### config.mk
export PLATFORM = sky130hd
export DESIGN_NAME = mul_div_unit
export DESIGN_NICKNAME = d
export VERILOG_FILES = /design/src/rtl/mul_div_unit.sv
export SDC_FILE = /design/constraint.sdc
export NUM_CORES = 2
export LEC_CHECK = 0
export CORE_UTILIZATION = 23
export CTS_BUF_LIST = sky130_fd_sc_hd__clkbuf_4 sky130_fd_sc_hd__clkbuf_8 sky130_fd_sc_hd__clkbuf_16
export CTS_CLUSTER_SIZE = 20
export DETAILED_ROUTE_END_ITERATION = 12
export GPL_TIMING_DRIVEN = 0
export SYNTH_ARGS = -nofsm -noshare
export SYNTH_HDL_FRONTEND = slang
export SYNTH_SLANG_ARGS = --single-unit
### constraint.sdc
create_clock -name clk -period 6.7 [get_ports clk]
set_clock_uncertainty 0.15 [all_clocks]
set_input_delay 1.34 -clock clk [delete_from_list [all_inputs] [get_ports clk]]
set_output_delay 1.34 -clock clk [all_outputs]
set_load 0.02 [all_outputs]
### src/rtl/mul_div_unit.sv
// ============================================================================
// Module      : mul_div_unit
// Description : RV32M multiply/divide unit; single-cycle multiply, 32-step
//               restoring divide, start/done handshake with the execute stage.
// Revision    : 1.0
// ============================================================================
`default_nettype none

module mul_div_unit #(
    parameter int XLEN = 32
) (
    input  logic            clk,
    input  logic            rst,
    input  logic            start_i,
    input  logic            clear_i,
    input  logic [2:0]      ctrl_i,
    input  logic [XLEN-1:0] src1_i,
    input  logic [XLEN-1:0] src2_i,
    output logic [XLEN-1:0] result_o,
    output logic            done_o,
    output logic            busy_o
);

    typedef enum logic [1:0] {
        S_IDLE = 2'd0,
        S_DIV  = 2'd1,
        S_DONE = 2'd2
    } state_e;

    state_e            state_q, state_d;
    logic [XLEN-1:0]   result_q, result_d;
    logic [4:0]        cnt_q, cnt_d;
    logic [XLEN-1:0]   dvd_q, dvd_d;
    logic [XLEN-1:0]   dvs_q, dvs_d;
    logic [XLEN:0]     rem_q, rem_d;
    logic [XLEN-1:0]   quo_q, quo_d;
    logic              qneg_q, qneg_d;
    logic              rneg_q, rneg_d;
    logic              isrem_q, isrem_d;

    logic              w_accept;
    logic [XLEN:0]     w_mul_a, w_mul_b;
    logic [63:0]       w_ext_a, w_ext_b, w_prod;
    logic              w_signed_div, w_div_zero, w_div_ovf;
    logic              w_a_neg, w_b_neg;
    logic [XLEN-1:0]   w_abs1, w_abs2;
    logic [XLEN+1:0]   w_rem_sh;
    logic [XLEN:0]     w_diff, w_rem_nx;
    logic              w_ge;
    logic [XLEN-1:0]   w_quo_nx, w_q_fin, w_r_fin;

    assign w_accept = start_i && !clear_i && (state_q == S_IDLE || state_q == S_DONE);

    // 33-bit extension picks signedness; the low 64 bits of the product are exact.
    assign w_mul_a = {(ctrl_i == 3'd1 || ctrl_i == 3'd2) & src1_i[XLEN-1], src1_i};
    assign w_mul_b = {(ctrl_i == 3'd1) & src2_i[XLEN-1], src2_i};
    assign w_ext_a = {{(64-XLEN-1){w_mul_a[XLEN]}}, w_mul_a};
    assign w_ext_b = {{(64-XLEN-1){w_mul_b[XLEN]}}, w_mul_b};
    assign w_prod  = w_ext_a * w_ext_b;

    assign w_signed_div = !ctrl_i[0];
    assign w_div_zero   = (src2_i == '0);
    assign w_div_ovf    = w_signed_div && (src1_i == {1'b1, {(XLEN-1){1'b0}}})
                          && (src2_i == {XLEN{1'b1}});
    assign w_a_neg      = w_signed_div & src1_i[XLEN-1];
    assign w_b_neg      = w_signed_div & src2_i[XLEN-1];
    assign w_abs1       = w_a_neg ? -src1_i : src1_i;
    assign w_abs2       = w_b_neg ? -src2_i : src2_i;

    // One restoring step: shift in the next dividend bit and trial-subtract.
    assign w_rem_sh = {rem_q, dvd_q[XLEN-1]};
    assign w_ge     = (w_rem_sh >= {2'b00, dvs_q});
    assign w_diff   = w_rem_sh[XLEN:0] - {1'b0, dvs_q};
    assign w_rem_nx = w_ge ? w_diff : w_rem_sh[XLEN:0];
    assign w_quo_nx = {quo_q[XLEN-2:0], w_ge};
    assign w_q_fin  = qneg_q ? -w_quo_nx : w_quo_nx;
    assign w_r_fin  = rneg_q ? -w_rem_nx[XLEN-1:0] : w_rem_nx[XLEN-1:0];

    always_comb begin
        state_d  = state_q;
        result_d = result_q;
        cnt_d    = cnt_q;
        dvd_d    = dvd_q;
        dvs_d    = dvs_q;
        rem_d    = rem_q;
        quo_d    = quo_q;
        qneg_d   = qneg_q;
        rneg_d   = rneg_q;
        isrem_d  = isrem_q;

        if (clear_i) begin
            state_d = S_IDLE;
        end else begin
            case (state_q)
                S_IDLE, S_DONE: begin
                    state_d = S_IDLE;
                    if (w_accept) begin
                        state_d = S_DONE;
                        if (!ctrl_i[2]) begin
                            result_d = (ctrl_i == 3'd0) ? w_prod[XLEN-1:0]
                                                        : w_prod[2*XLEN-1:XLEN];
                        end else if (w_div_zero) begin
                            result_d = ctrl_i[1] ? src1_i : {XLEN{1'b1}};
                        end else if (w_div_ovf) begin
                            result_d = ctrl_i[1] ? '0 : src1_i;
                        end else begin
                            state_d = S_DIV;
                            dvd_d   = w_abs1;
                            dvs_d   = w_abs2;
                            rem_d   = '0;
                            quo_d   = '0;
                            qneg_d  = w_a_neg ^ w_b_neg;
                            rneg_d  = w_a_neg;
                            isrem_d = ctrl_i[1];
                            cnt_d   = 5'd31;
                        end
                    end
                end
                S_DIV: begin
                    rem_d = w_rem_nx;
                    quo_d = w_quo_nx;
                    dvd_d = {dvd_q[XLEN-2:0], 1'b0};
                    if (cnt_q == 5'd0) begin
                        result_d = isrem_q ? w_r_fin : w_q_fin;
                        state_d  = S_DONE;
                    end else begin
                        cnt_d = cnt_q - 5'd1;
                    end
                end
                default: state_d = S_IDLE;
            endcase
        end
    end

    always_ff @(posedge clk or posedge rst) begin
        if (rst) begin
            state_q  <= S_IDLE;
            result_q <= '0;
            cnt_q    <= '0;
            dvd_q    <= '0;
            dvs_q    <= '0;
            rem_q    <= '0;
            quo_q    <= '0;
            qneg_q   <= 1'b0;
            rneg_q   <= 1'b0;
            isrem_q  <= 1'b0;
        end else begin
            state_q  <= state_d;
            result_q <= result_d;
            cnt_q    <= cnt_d;
            dvd_q    <= dvd_d;
            dvs_q    <= dvs_d;
            rem_q    <= rem_d;
            quo_q    <= quo_d;
            qneg_q   <= qneg_d;
            rneg_q   <= rneg_d;
            isrem_q  <= isrem_d;
        end
    end

    assign result_o = result_q;
    assign done_o   = (state_q == S_DONE);
    assign busy_o   = (state_q == S_DIV);

endmodule

`default_nettype wire

==> run summary <==
From the run reports.

- The flow ran to the end, but the final reports show violations.
- The checks that failed: negative setup slack.
- The I/O pin total reads 105.
- The final layout report lists a non-clock inverter count of 1246.
- In the final timing run, aggregate negative setup slack is -79.62 ns.
- The top flip-flop cell by instance count after synthesis is sky130_fd_sc_hd__dfrtp_1.
- In this run the cell area measured after placement is 57000 um2.
- The post-synthesis cell type with the largest combined area reads sky130_fd_sc_hd__fa_1.
- The most critical setup path has its endpoint at result_o[18].
- The worst path required time is 6.94 ns.
- The largest fanout of any net on the critical path is 10.
- The number of enable-type register cells in the synthesized netlist reads 0.
- The number of buffer and inverter stages on the critical path is 8.
- The most frequent cell after synthesis is sky130_fd_sc_hd__inv_1.
- The part of the cycle the worst path needs reads 143%.
- The xor and xnor area share after synthesis is 3.46%.
- Setup violations remaining at the end of the flow were counted as 32.
- The fraction of the mapped netlist area in simple logic gates reads 15.8%.
- The combinational fraction of the cell area is 69.2%.
- The highest attainable clock frequency reads 0.105 GHz.
- The via count of the first global-routing pass reads 45800.
- After detailed routing, the number of vias per cell comes to 4.85.
- For this run, the script counts the antenna cells in the layout as 22.
- Entering global routing, the biggest net connects 98 pins.
- The number of search-and-repair iterations in the first detailed-routing pass is 6.
- The category of the most critical setup path reads in -> reg.
- The estimated wirelength of the detail-placed design is 179000 um.
- The number of logic stages on the critical path including buffering is 29.
- Detailed-route iteration 0 reported a violation count of 4360.
- The worst setup slack after layout is -2.86 ns.
- The dominant non-sequential cell family after synthesis is adder cells.
- The cell area after layout is 61300 um2.
- Per the synthesis report, the number of distinct cell types is 99.
Floorplan with the power grid:
Bar = 100 um. Pins as bars on the die edge. Tap cells in gray.
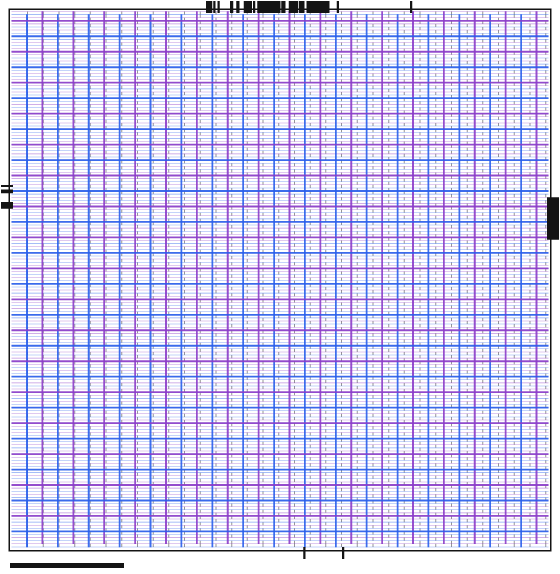
legend:
  VDD:
    color: purple
  VSS:
    color: blue
met1 rails: 174
met4 straps: 34
met5 straps: 34
horizontal die dimension: 475 um
core box area: 222000 um2
height of the die: 475 um

Placed cells, one color a class:
Bar = 100 um.
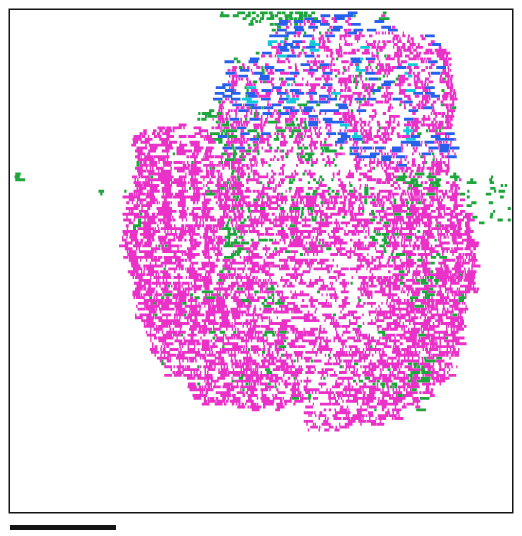
legend:
  sequential cells:
    color: blue
    cells: 170
    share_of_their_area: 7.4%
  combinational and other logic:
    color: magenta
    cells: 5411
    share_of_their_area: 82%
  remaining buffers and delay cells:
    color: green
    cells: 576
    share_of_their_area: 9.6%
  clock drivers and dummy loads:
    color: cyan
    cells: 32
    share_of_their_area: 0.99%
number of placement rows: 173
register share of the cell area: 6.95%

Clock network drawn from the DEF:
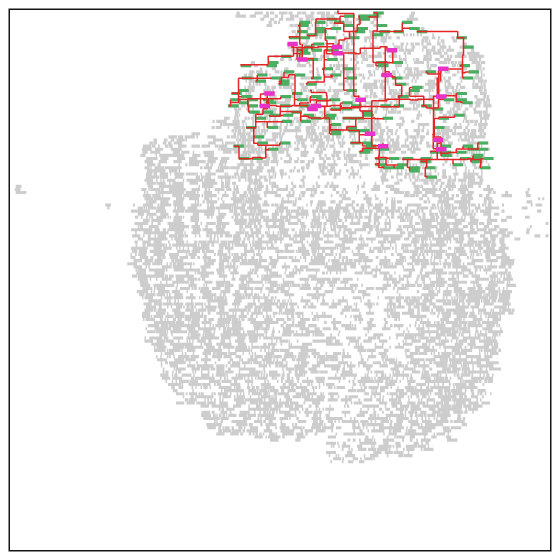
legend:
  clock drivers:
    color: magenta
    count: 17
  flip-flops:
    color: green
    count: 170
  clock wires:
    color: red
    length: 2590 um
routed clock nets: 18

Wiring by layer:
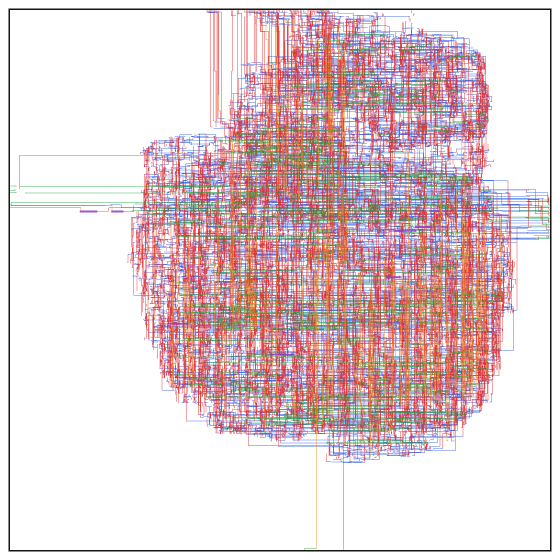
legend:
  metal 3:
    color: green
    wire_length: 21.6 mm
  metal 4:
    color: orange
    wire_length: 16400 um
  metal 5:
    color: purple
    wire_length: 121 um
  metal 1:
    color: blue
    wire_length: 86.2 mm
  metal 2:
    color: red
    wire_length: 97.1 mm
aggregate global-route resource usage: 19.6%
wire length per cell after detailed routing: 24.1 um
DR vias: 44564
total wire length: 221000 um

Track usage over the die:
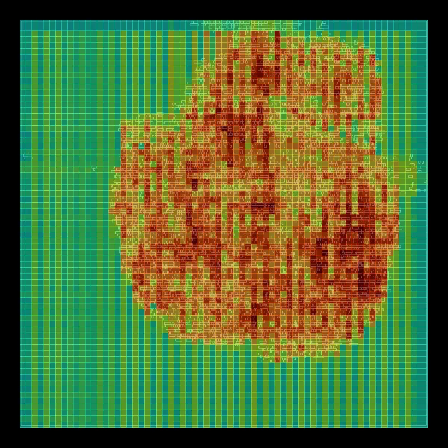
Global Route met3 Usage: 3.52%
met1 usage in global routing: 25.4%

